==> images/io_fan.png <==
Drawn at 6 px/um.
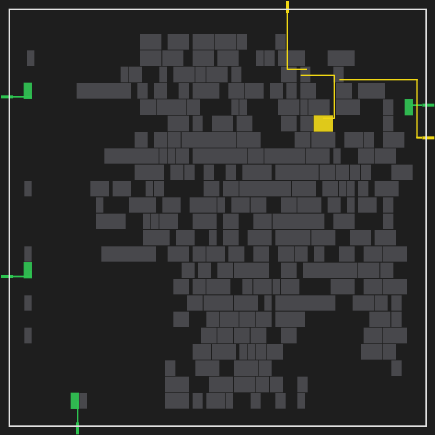
==> images/flops_by_reg.png <==
Drawn at 4 px/um. Other cells in grey.
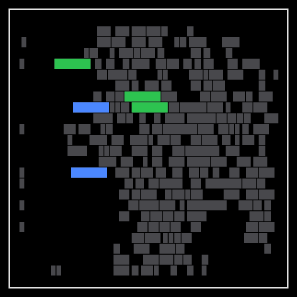
==> images/clocks.png <==
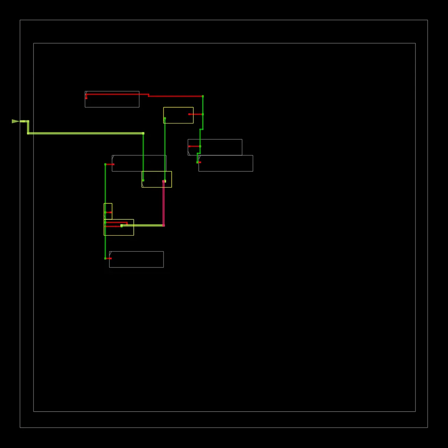
==> images/wires.png <==
Drawn at 6 px/um.
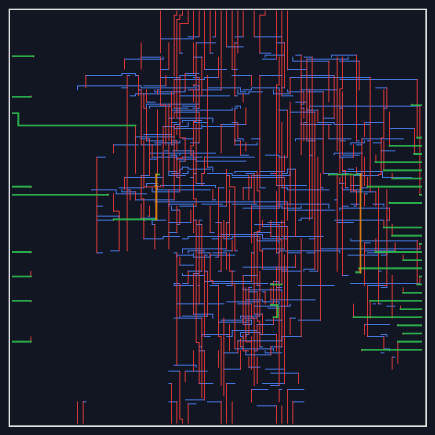
==> config.mk <==
export PLATFORM = sky130hd
export DESIGN_NAME = control_unit_sequencer
export DESIGN_NICKNAME = d
export VERILOG_FILES = /design/src/rtl/control_unit_sequencer_pkg.sv /design/src/rtl/control_unit_sequencer_decoder.sv /design/src/rtl/control_unit_sequencer.sv
export SDC_FILE = /design/constraint.sdc
export NUM_CORES = 1
export LEC_CHECK = 0
export CELL_PAD_IN_SITES_DETAIL_PLACEMENT = 0
export CELL_PAD_IN_SITES_GLOBAL_PLACEMENT = 1
export CORE_MARGIN = 2
export CORE_UTILIZATION = 23
export CTS_CLUSTER_SIZE = 30
export DETAILED_ROUTE_END_ITERATION = 6
export PLACE_DENSITY = 0.87
export SETUP_SLACK_MARGIN = 0.2
export SYNTH_ARGS = -nofsm -noshare
export SYNTH_HDL_FRONTEND = slang
export SYNTH_HIERARCHICAL = 1
export SYNTH_SLANG_ARGS = --single-unit
==> constraint.sdc <==
create_clock -name Clock -period 3.2 [get_ports Clock]
set_clock_uncertainty 0.05 [all_clocks]
set_input_delay 0.64 -clock Clock [delete_from_list [all_inputs] [get_ports Clock]]
set_output_delay 0.64 -clock Clock [all_outputs]
set_load 0.01 [all_outputs]
==> src/rtl/control_unit_sequencer_pkg.sv <==
// rtl/control_unit_sequencer_pkg.sv - cu_pkg: states, opcodes, select encodings for the control sequencer
package cu_pkg;

    typedef enum logic [2:0] {
        RST     = 3'd0,
        FETCH_L = 3'd1,
        FETCH_H = 3'd2,
        DECODE  = 3'd3,
        EXEC    = 3'd4,
        HALT    = 3'd5
    } state_t;

    typedef enum logic [2:0] {
        CL_NONE = 3'd0,
        CL_BRA  = 3'd1,
        CL_BNE  = 3'd2,
        CL_LDI  = 3'd3,
        CL_ALU  = 3'd4,
        CL_HLT  = 3'd5
    } op_class_t;

    localparam logic [5:0] OP_BRA = 6'h00;
    localparam logic [5:0] OP_BNE = 6'h01;
    localparam logic [5:0] OP_LDI = 6'h02;
    localparam logic [5:0] OP_AND = 6'h04;
    localparam logic [5:0] OP_OR  = 6'h05;
    localparam logic [5:0] OP_NOT = 6'h06;
    localparam logic [5:0] OP_ADD = 6'h07;
    localparam logic [5:0] OP_SUB = 6'h08;
    localparam logic [5:0] OP_LSL = 6'h09;
    localparam logic [5:0] OP_LSR = 6'h0A;
    localparam logic [5:0] OP_XOR = 6'h0B;
    localparam logic [5:0] OP_HLT = 6'h3F;

    localparam logic [2:0] FS_DEC  = 3'b000;
    localparam logic [2:0] FS_INC  = 3'b001;
    localparam logic [2:0] FS_LOAD = 3'b010;
    localparam logic [2:0] FS_CLR  = 3'b011;

    localparam logic [4:0] ALU_AND = 5'b10111;
    localparam logic [4:0] ALU_OR  = 5'b11000;
    localparam logic [4:0] ALU_NOT = 5'b10010;
    localparam logic [4:0] ALU_ADD = 5'b10100;
    localparam logic [4:0] ALU_SUB = 5'b10110;
    localparam logic [4:0] ALU_LSL = 5'b11011;
    localparam logic [4:0] ALU_LSR = 5'b11100;
    localparam logic [4:0] ALU_XOR = 5'b11001;

    localparam logic [3:0] RF_NONE = 4'b0000;
    localparam logic [3:0] RF_R1   = 4'b1000;
    localparam logic [3:0] RF_R2   = 4'b0100;
    localparam logic [3:0] RF_R3   = 4'b0010;
    localparam logic [3:0] RF_R4   = 4'b0001;

    localparam logic [2:0] ARF_NONE = 3'b000;
    localparam logic [2:0] ARF_PC   = 3'b100;
    localparam logic [2:0] ARF_ALL  = 3'b111;

    localparam logic [1:0] ARF_SEL_PC = 2'b00;
    localparam logic [1:0] MUXA_ALU   = 2'b00;
    localparam logic [1:0] MUXA_IMM   = 2'b11;
    localparam logic [1:0] MUXB_IMM   = 2'b11;

    // RX counts from zero (00 -> R1), DST names the register directly (1 -> R1)
    function automatic logic [3:0] rx_regsel(input logic [1:0] rx);
        case (rx)
            2'd0:    rx_regsel = RF_R1;
            2'd1:    rx_regsel = RF_R2;
            2'd2:    rx_regsel = RF_R3;
            default: rx_regsel = RF_R4;
        endcase
    endfunction

    function automatic logic [3:0] dst_regsel(input logic [2:0] dst);
        case (dst)
            3'd1:    dst_regsel = RF_R1;
            3'd2:    dst_regsel = RF_R2;
            3'd3:    dst_regsel = RF_R3;
            3'd4:    dst_regsel = RF_R4;
            default: dst_regsel = RF_NONE;
        endcase
    endfunction

endpackage

==> src/rtl/control_unit_sequencer_decoder.sv <==
// rtl/control_unit_sequencer_decoder.sv - cu_decoder: opcode to {class, ALU function, EXEC length, illegal}
module cu_decoder
    import cu_pkg::*;
(
    input  logic [5:0] op,
    output op_class_t  op_class,
    output logic [4:0] alu_fun,
    output logic [1:0] exec_len,
    output logic       illegal
);

    always_comb begin
        op_class = CL_NONE;
        alu_fun  = 5'b00000;
        exec_len = 2'd0;
        illegal  = 1'b0;
        case (op)
            OP_BRA: begin op_class = CL_BRA; exec_len = 2'd1; end
            OP_BNE: begin op_class = CL_BNE; exec_len = 2'd1; end
            OP_LDI: begin op_class = CL_LDI; exec_len = 2'd1; end
            OP_HLT: begin op_class = CL_HLT; exec_len = 2'd1; end
            OP_AND: begin op_class = CL_ALU; exec_len = 2'd2; alu_fun = ALU_AND; end
            OP_OR:  begin op_class = CL_ALU; exec_len = 2'd2; alu_fun = ALU_OR;  end
            OP_NOT: begin op_class = CL_ALU; exec_len = 2'd2; alu_fun = ALU_NOT; end
            OP_ADD: begin op_class = CL_ALU; exec_len = 2'd2; alu_fun = ALU_ADD; end
            OP_SUB: begin op_class = CL_ALU; exec_len = 2'd2; alu_fun = ALU_SUB; end
            OP_LSL: begin op_class = CL_ALU; exec_len = 2'd2; alu_fun = ALU_LSL; end
            OP_LSR: begin op_class = CL_ALU; exec_len = 2'd2; alu_fun = ALU_LSR; end
            OP_XOR: begin op_class = CL_ALU; exec_len = 2'd2; alu_fun = ALU_XOR; end
            default: illegal = 1'b1;
        endcase
    end

endmodule

==> src/rtl/control_unit_sequencer.sv <==
// rtl/control_unit_sequencer.sv - hardwired fetch/decode/execute sequencer for the ALU-system datapath
// CU_ILLEGAL_TRAP_EN: an undefined opcode halts instead of acting as a NOP.
module control_unit_sequencer
    import cu_pkg::*;
#(
    parameter logic [15:0] PC_RESET = 16'h0000
) (
    input  logic        Clock,
    input  logic        Reset,
    input  logic        Run,
    input  logic [15:0] IROut,
    input  logic [3:0]  Flags,
    output logic [2:0]  RF_OutASel,
    output logic [2:0]  RF_OutBSel,
    output logic [2:0]  RF_FunSel,
    output logic [3:0]  RF_RegSel,
    output logic [3:0]  RF_ScrSel,
    output logic [4:0]  ALU_FunSel,
    output logic        ALU_WF,
    output logic [1:0]  ARF_OutCSel,
    output logic [1:0]  ARF_OutDSel,
    output logic [2:0]  ARF_FunSel,
    output logic [2:0]  ARF_RegSel,
    output logic        IR_LH,
    output logic        IR_Write,
    output logic        Mem_WR,
    output logic        Mem_CS,
    output logic [1:0]  MuxASel,
    output logic [1:0]  MuxBSel,
    output logic        MuxCSel,
    output logic        Halted,
    output logic        Illegal,
    output logic [2:0]  State
);

    state_t     state, state_next;
    logic [1:0] t, t_next;
    op_class_t  op_class;
    logic [4:0] alu_fun;
    logic [1:0] exec_len;
    logic       illegal;
    logic       exec_last;

    logic [5:0] op;
    logic       s_bit;
    logic [2:0] dst, sr1, sr2;
    logic [1:0] rx;
    logic       z_flag;

    assign op     = IROut[15:10];
    assign s_bit  = IROut[9];
    assign dst    = IROut[8:6];
    assign sr1    = IROut[5:3];
    assign sr2    = IROut[2:0];
    assign rx     = IROut[9:8];
    assign z_flag = Flags[3];

    // The ARF clear delivers the zero reset vector; only Z steers sequencing.
    logic unused_inputs;
    assign unused_inputs = ^{Flags[2:0], PC_RESET};

    cu_decoder u_decoder (
        .op       (op),
        .op_class (op_class),
        .alu_fun  (alu_fun),
        .exec_len (exec_len),
        .illegal  (illegal)
    );

    assign exec_last = (t == (exec_len - 2'd1)) || (t == 2'd3);

    always_ff @(posedge Clock or negedge Reset) begin
        if (!Reset) begin
            state <= RST;
            t     <= 2'd0;
        end else begin
            state <= state_next;
            t     <= t_next;
        end
    end

    always_comb begin
        state_next = state;
        case (state)
            RST:     state_next = FETCH_L;
            FETCH_L: if (Run) state_next = FETCH_H;
            FETCH_H: state_next = DECODE;
            DECODE: begin
                if (illegal) begin
`ifdef CU_ILLEGAL_TRAP_EN
                    state_next = HALT;
`else
                    state_next = FETCH_L;
`endif
                end else if (exec_len == 2'd0) begin
                    state_next = FETCH_L;
                end else begin
                    state_next = EXEC;
                end
            end
            EXEC:    if (exec_last) state_next = (op_class == CL_HLT) ? HALT : FETCH_L;
            HALT:    state_next = HALT;
            default: state_next = RST;
        endcase
        t_next = ((state == EXEC) && (state_next == EXEC)) ? t + 2'd1 : 2'd0;
    end

    // Control word; Reset low forces the idle word even before the state register settles.
    always_comb begin
        RF_OutASel  = 3'd0;
        RF_OutBSel  = 3'd0;
        RF_FunSel   = FS_DEC;
        RF_RegSel   = RF_NONE;
        RF_ScrSel   = RF_NONE;
        ALU_FunSel  = 5'd0;
        ALU_WF      = 1'b0;
        ARF_OutCSel = ARF_SEL_PC;
        ARF_OutDSel = ARF_SEL_PC;
        ARF_FunSel  = FS_DEC;
        ARF_RegSel  = ARF_NONE;
        IR_LH       = 1'b0;
        IR_Write    = 1'b0;
        Mem_WR      = 1'b0;
        Mem_CS      = 1'b1;
        MuxASel     = 2'b00;
        MuxBSel     = 2'b00;
        MuxCSel     = 1'b0;
        Illegal     = 1'b0;
        if (Reset) begin
            case (state)
                RST: begin
                    ARF_RegSel = ARF_ALL;
                    ARF_FunSel = FS_CLR;
                end
                FETCH_L, FETCH_H: begin
                    if (state == FETCH_H || Run) begin
                        ARF_OutDSel = ARF_SEL_PC;
                        Mem_CS      = 1'b0;
                        IR_Write    = 1'b1;
                        IR_LH       = (state == FETCH_H);
                        ARF_RegSel  = ARF_PC;
                        ARF_FunSel  = FS_INC;
                    end
                end
                DECODE: Illegal = illegal;
                EXEC: begin
                    case (op_class)
                        CL_BRA, CL_BNE: begin
                            if (op_class == CL_BRA || !z_flag) begin
                                MuxBSel    = MUXB_IMM;
                                ARF_FunSel = FS_LOAD;
                                ARF_RegSel = ARF_PC;
                            end
                        end
                        CL_LDI: begin
                            MuxASel   = MUXA_IMM;
                            RF_FunSel = FS_LOAD;
                            RF_RegSel = rx_regsel(rx);
                        end
                        CL_ALU: begin
                            // Operand selects and function stay up in T1 so ALUOut is stable for the write.
                            RF_OutASel = sr1;
                            RF_OutBSel = sr2;
                            ALU_FunSel = alu_fun;
                            if (t == 2'd0) begin
                                ALU_WF = s_bit;
                            end else begin
                                MuxASel   = MUXA_ALU;
                                RF_FunSel = FS_LOAD;
                                RF_RegSel = dst_regsel(dst);
                            end
                        end
                        default: ;
                    endcase
                end
                default: ;
            endcase
        end
    end

    assign State  = state;
    assign Halted = (state == HALT);

endmodule

==> run summary <==
yosys + openroad results -> Signal buffers ~95, root buffer cell clkbuf_8, flip-flop and latch count after synthesis 5, total of max-cap violations 0, asr flop ratio synth 100%, max-slew violation count 0, area figure in the yosys stat output a little under 1000 um^2, total of endpoints with negative setup slack in the final report 0, Internal Dissipation 349 uW, cell depth of the worst min-delay path 1, Worst path depth 13, worst-case hold slack between 0.4 and 0.5 ns, area leader, netlist dfrtp_1, static power due to leakage 0.000921 uW, CP peak stage delay 0.25 ns, most congested layer reported by global routing met2, crit path setup slack, layout roughly 0.15 ns, cell types with the largest area share after synthesis dfrtp_1, buf_4, and2_1, nor2_1, nor4b_4, Placement Cell Area about 1700 um^2, pin count of the biggest net entering global routing 15, Fillers slightly below 400, Main power group combinational logic, Non-Filler Cell Area, Final ~1900 um^2, Post-Place Setup Slack -0.550 ns, number of instances in the synthesized netlist about 130, outcome finished, final reports clean, CP most frequent cell buf_6, GR met2 Demand/Resource between 20 and 25%, Inserted Diodes 0, CTS clock-pin slew for the worst setup and hold paths 0.03 ns, Post-CTS Hold Buffers 0, number of search-and-repair iterations in the first detailed-routing pass 4, element type at the critical path end output pin
Back to the opening pictures, io_fan.png:
port	colour	direction	end cells	buffers	wire
`RF_ScrSel`	green	output	4	0	12.3 um
`MuxASel`	yellow	output	1	2	50.7 um

Back to the opening pictures, flops_by_reg.png:
netlist name	colour	flops
`t`	blue	2
`State`	green	3

Back to the opening pictures, clocks.png:
power attributed to the clock group: 119 uW
Num CTS Buffers: 3
# clock sinks: 5
clock insertion delay at the later pin of the skew report: 0.22 ns
number of clock buffer instances in the layout: 4

Back to the opening pictures, wires.png:
layer	colour	wire length
metal 1	blue	1230 um
metal 2	red	1800 um
metal 3	green	201 um
metal 4	orange	23.8 um
Detailed Route WL: 3250 um
global router's overall resource usage: 13.1%
via count of the routed design: 1221
average wire per standard cell: 12.0 um

No activity file was given, so power comes from the tool's default toggle rates.
